[src/rtl/seq_piso_serializer_if.sv]
// Word-in / bit-out bus of the PISO serializer.
// Handshake: a word transfers on a rising edge where in_valid & in_ready; the serial side has no ready, a bit is taken every cycle out_valid=1.
interface seq_piso_serializer_if #(
  parameter int WIDTH = 8
) ();
  logic             in_valid;
  logic             in_ready;
  logic [WIDTH-1:0] in_data;
  logic             out_valid;
  logic             out_bit;
  logic             out_first;
  logic             out_last;
  logic             busy;
  logic             dbg_state;

  modport master (
    output in_valid, in_data,
    input  in_ready, out_valid, out_bit, out_first, out_last, busy, dbg_state
  );

  modport slave (
    input  in_valid, in_data,
    output in_ready, out_valid, out_bit, out_first, out_last, busy, dbg_state
  );
endinterface

[src/rtl/seq_piso_serializer.sv]
// Parallel-in/serial-out stage with a one-word holding buffer so words stream gap-free.
// dbg_state reports the shifter FSM (0 idle, 1 active).
module seq_piso_serializer #(
  parameter int WIDTH     = 8,
  parameter bit MSB_FIRST = 1'b1
) (
  input logic                  clk,
  input logic                  rst,
  seq_piso_serializer_if.slave bus
);
  localparam int CW = (WIDTH > 2) ? $clog2(WIDTH) : 1;
  localparam logic [CW-1:0] LAST_CNT = CW'(WIDTH - 1);

  typedef enum logic {
    S_IDLE   = 1'b0,
    S_ACTIVE = 1'b1
  } state_t;

  state_t           state_q, state_d;
  logic [WIDTH-1:0] sreg_q, sreg_d;
  logic [CW-1:0]    cnt_q, cnt_d;
  logic             hold_vld_q, hold_vld_d;
  logic [WIDTH-1:0] hold_data_q, hold_data_d;
  logic             active, done, acc;
  logic [WIDTH-1:0] sreg_shifted;

  assign active = (state_q == S_ACTIVE);
  assign done   = active && (cnt_q == LAST_CNT);
  assign acc    = bus.in_valid & ~hold_vld_q;

  // The bit on the output end is dropped; zeros fill from the other side.
  assign sreg_shifted = MSB_FIRST ? {sreg_q[WIDTH-2:0], 1'b0}
                                  : {1'b0, sreg_q[WIDTH-1:1]};

  always_ff @(posedge clk or posedge rst) begin
    if (rst) begin
      state_q     <= S_IDLE;
      sreg_q      <= '0;
      cnt_q       <= '0;
      hold_vld_q  <= 1'b0;
      hold_data_q <= '0;
    end else begin
      state_q     <= state_d;
      sreg_q      <= sreg_d;
      cnt_q       <= cnt_d;
      hold_vld_q  <= hold_vld_d;
      hold_data_q <= hold_data_d;
    end
  end

  always_comb begin
    state_d     = state_q;
    sreg_d      = sreg_q;
    cnt_d       = cnt_q;
    hold_vld_d  = hold_vld_q;
    hold_data_d = hold_data_q;
    if (active && !done) begin
      sreg_d = sreg_shifted;
      cnt_d  = cnt_q + CW'(1);
      if (acc) begin
        hold_data_d = bus.in_data;
        hold_vld_d  = 1'b1;
      end
    end else if (hold_vld_q) begin
      // Held word takes priority; in_ready is low so no new word can arrive.
      state_d    = S_ACTIVE;
      sreg_d     = hold_data_q;
      cnt_d      = '0;
      hold_vld_d = 1'b0;
    end else if (acc) begin
      state_d = S_ACTIVE;
      sreg_d  = bus.in_data;
      cnt_d   = '0;
    end else begin
      state_d = S_IDLE;
      cnt_d   = '0;
    end
  end

  assign bus.in_ready  = ~hold_vld_q;
  assign bus.out_valid = active;
  assign bus.out_bit   = active & (MSB_FIRST ? sreg_q[WIDTH-1] : sreg_q[0]);
  assign bus.out_first = active & (cnt_q == '0);
  assign bus.out_last  = done;
  assign bus.busy      = active | hold_vld_q;
  assign bus.dbg_state = state_q;
endmodule

[src/flat_wrapper.sv]
// flat-port wrapper written by rule: the top's interface ports become plain ports
module seq_piso_serializer_flat 
#(
  parameter int WIDTH     = 8,
  parameter bit MSB_FIRST = 1'b1
)
  (clk, rst, bus_in_valid, bus_in_data, bus_in_ready, bus_out_valid, bus_out_bit, bus_out_first, bus_out_last, bus_busy, bus_dbg_state);
  seq_piso_serializer_if #(.WIDTH(WIDTH)) bus_i ();
  input logic clk;
  input logic rst;
  input wire logic [$bits(bus_i.in_valid)-1:0] bus_in_valid;
  input wire logic [$bits(bus_i.in_data)-1:0] bus_in_data;
  output wire logic [$bits(bus_i.in_ready)-1:0] bus_in_ready;
  output wire logic [$bits(bus_i.out_valid)-1:0] bus_out_valid;
  output wire logic [$bits(bus_i.out_bit)-1:0] bus_out_bit;
  output wire logic [$bits(bus_i.out_first)-1:0] bus_out_first;
  output wire logic [$bits(bus_i.out_last)-1:0] bus_out_last;
  output wire logic [$bits(bus_i.busy)-1:0] bus_busy;
  output wire logic [$bits(bus_i.dbg_state)-1:0] bus_dbg_state;
  assign bus_i.in_valid = bus_in_valid;
  assign bus_i.in_data = bus_in_data;
  assign bus_in_ready = bus_i.in_ready;
  assign bus_out_valid = bus_i.out_valid;
  assign bus_out_bit = bus_i.out_bit;
  assign bus_out_first = bus_i.out_first;
  assign bus_out_last = bus_i.out_last;
  assign bus_busy = bus_i.busy;
  assign bus_dbg_state = bus_i.dbg_state;
  seq_piso_serializer #(.WIDTH(WIDTH), .MSB_FIRST(MSB_FIRST)) u_core (.clk(clk), .rst(rst), .bus(bus_i));
endmodule
[config.mk]
export PLATFORM = sky130hd
export DESIGN_NAME = seq_piso_serializer_flat
export DESIGN_NICKNAME = d
export VERILOG_FILES = /design/src/rtl/seq_piso_serializer_if.sv /design/src/rtl/seq_piso_serializer.sv /design/src/flat_wrapper.sv
export SDC_FILE = /design/constraint.sdc
export NUM_CORES = 1
export LEC_CHECK = 0
export CAP_MARGIN = 30
export CORE_MARGIN = 5
export CORE_UTILIZATION = 50
export DETAILED_ROUTE_END_ITERATION = 12
export DONT_BUFFER_PORTS = 1
export GPL_ROUTABILITY_DRIVEN = 0
export PLACE_DENSITY_LB_ADDON = 0.25
export SLEW_MARGIN = 15
export SYNTH_ARGS = -nofsm -noshare
export SYNTH_HDL_FRONTEND = slang
export SYNTH_SLANG_ARGS = --single-unit
[constraint.sdc]
create_clock -name clk -period 5.4 [get_ports clk]
set_input_delay 0.81 -clock clk [delete_from_list [all_inputs] [get_ports clk]]
set_output_delay 0.81 -clock clk [all_outputs]
set_load 0.005 [all_outputs]
Figure 1. The metal 1 layer.
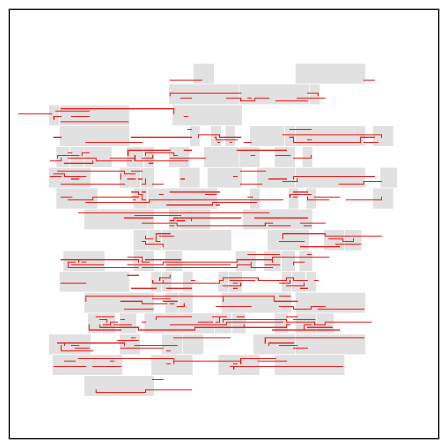
longest straight run: 24.8 um
share of all routed wire: 50%
met1 track utilization from global routing: 0.176
Vias: 636
Total Routed Length: 1.77 mm

==> changes_impl.md <==
### Metrics

- Outcome: completed
- Area of the core: 1980 um^2
- Post-CTS setup buffers: 0
- CTS tree: yes
- Yosys cell count: 95
- Largest type area fraction: 0.499
- Switching pwr: 0.172 mW
- Logic gate share of total power: 0.355
- Internal power component: 0.359 mW
- Routed vias/inst: 5.34
- DRC violation count after routing: 0
- DP HPWL: between 1 and 1.5 mm
- Total setup violations reported at the end of the flow: 0
- Site Rows: 16
- Most frequent cell after synthesis: dfrtp_1
- Drt first-iter violations: 9
- Worst setup path start: u_core.cnt_q[0]
- Most common reg cell: dfrtp_1
- Grt total ovfl: 0
- Mapped Area: 1050 um^2
- Slew at the pin closest to its max-slew limit: 761 ps
- Design Power: 0.531 mW
- Count of buffers from port buffering: 0
- Fraction of registers with async set/reset: 1.00
- Number of nets in the final layout: roughly 110
- Clk latency late pin: 300 ps
- Clock Path Buffers: 2
- Count of warnings emitted by yosys: 0
- Timing endpoint of the critical path: bus_out_last
- Critical Path Sink Type: primary output
- Distinct lib cells used: 21
- Global-route wire length before repair: 3.09 mm
- Cell at the root of the clock tree: clkbuf_4
- Total die area: 3120 um^2
- Routed WL per cell: about 15 um
- Launch point of the worst hold path: u_core.cnt_q[0]
- Highest ir drop seen on vdd: 222 uV
- Endpoint, Worst Hold: u_core.cnt_q[0]
- Most frequent cells after synthesis: 21 x dfrtp_1, 15 x o21ai_0, 9 x nand2_1
- Startpoint of the most critical register-to-register path: u_core.cnt_q[0]
- Setup repair after global routing missed its margin: false
- Post-synthesis instance total: 95
- Number of H-tree levels: 1
- Number of antenna violations at the first check in global routing: 0
- Min cycle time layout: 2180 ps
- Fraction of layout instances using a drive strength above 1: 0.196
- Arrival time of the worst setup path: about 1400 ps
- Synthesized area per cell: 11.1 um^2
- Number of top-level design ports: 18
- Startpoint-to-endpoint class of the critical path: reg2out
- Headroom to the max-slew limit: 0.492
- Number of diodes: 0
- Max-Cap Viols: 0
- Clock-pin slew on the worst setup and hold paths: 110 ps
- Die outline width: 55.9 um
- Number of synthesized register bits: 21
- Setup clock skew after layout: between 4 and 5 ps
- WP data required: 4590 ps
- Final total negative setup slack: 0 ps
- Reg-to-reg endpoint: u_core.hold_data_q[4]
- Maximum achievable frequency: 460 MHz
- Largest registers ranked by flip-flop count: u_core.hold_data_q (8), u_core.sreg_q (8), u_core.cnt_q (3)
- Pins Over Slew Limit: 0
- Highest net fanout along the worst path: 3
- Power density normalized to cell area: 500 nW/um^2
- Gr usage total: 0.125
- Number of buffers inserted during clock tree synthesis: 3
- Clock power share: 0.143
- Class of the tightest hold or removal check: reg2reg
- Warning total across the stage logs: 27
- # clock sinks: 21
- Resize count post-CTS: 0
- Portion of the post-synthesis area used by sequential elements: 0.499
- Floorplan Utilization: 0.532
- Leakage power: 0.483 nW
- Largest net degree at the start of global routing: 22
Figure 2. Signal wires on met3.
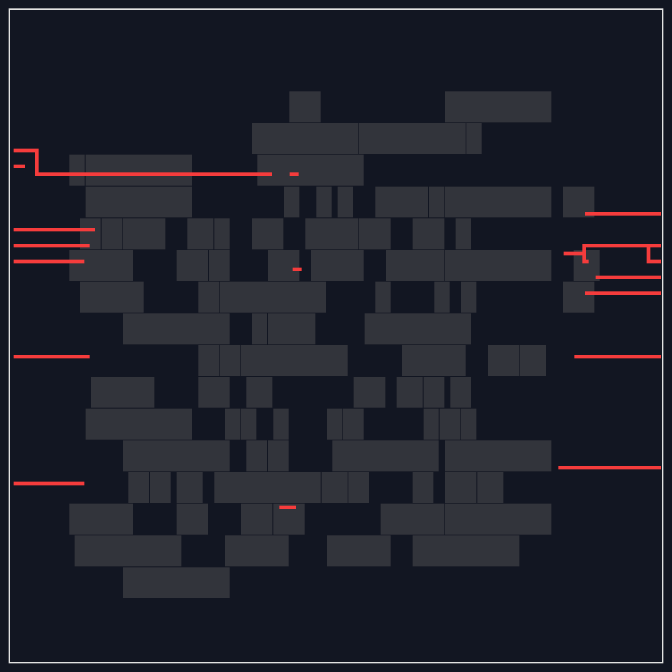
wire length on this layer: 102 um
nets with wire on the layer: 14
share of all routed wire: 5.8%
main direction: horizontal
Global Route met3 Usage: 0.0278

[power groups by stage]
stage | Combinational, mW | Clock [mW] | Sequential [mW]
final | 0.189 | 0.0758 | 0.266
after CTS | 0.193 | 0.0791 | 0.267
after detailed placement | 0.192 | 0 | 0.269
after floorplan | 0.185 | 0 | 0.251
after global placement | 0.188 | 0 | 0.267
after global routing | 0.211 | 0.0837 | 0.277
[cell type report]
cell class,instances,area [um^2]
tap,27,33.8
sequential,21,526
fill,176,920
clock buffer,4,26.3
inverter,4,15.0
multi-input combinational,63,462
[per-layer routing]
metal / track usage / up-vias / share of wire
met3: 0.0278 / 3 / 0.057
met5: 0 / - / 0
met4: 0.0712 / 0 / 0.016
met1: 0.176 / 304 / 0.50
met2: 0.176 / 17 / 0.43
li1: - / 312 / -
[critical path: stages (launching register included)]
cell	delay, ps
dfrtp_1	420
ha_1	210
ha_1	230
and2_2	210
[logic make-up after synthesis]
family | Yosys count | synth area share
simple gates | 28 | 0.153
fa+ha+maj | 3 | 0.0356
compound gates | 23 | 0.126
flops | 21 | 0.499
buf+inv | 11 | 0.0629
mux | 9 | 0.124
[cells in the final DEF (no fill, tap or decap), drive strengths merged]
cell,count
clkbuf,4
and2,4
dfrtp,21
mux2i,1
nor2b,8
o21ai,15
or2b,1
a211oi,7
nand2,9
inv,4
a21oi,1
or2,1
and3,1
nor2,4
ha,3
mux2,8
[through the flow]
step | std cells | util | instance area [um^2] | worst slack (ps)
4_1_cts | 119 | 0.536 | 1060 | 3190
6_report | 119 | 0.536 | 1060 | 3220
3_3_place_gp | 115 | 0.523 | 1040 | 3590
3_5_place_dp | 115 | 0.523 | 1040 | 3560
2_1_floorplan | 95 | - | 1050 | 3610
5_1_grt | 119 | 0.536 | 1060 | 3140
Power and IR drop assume default switching activity.
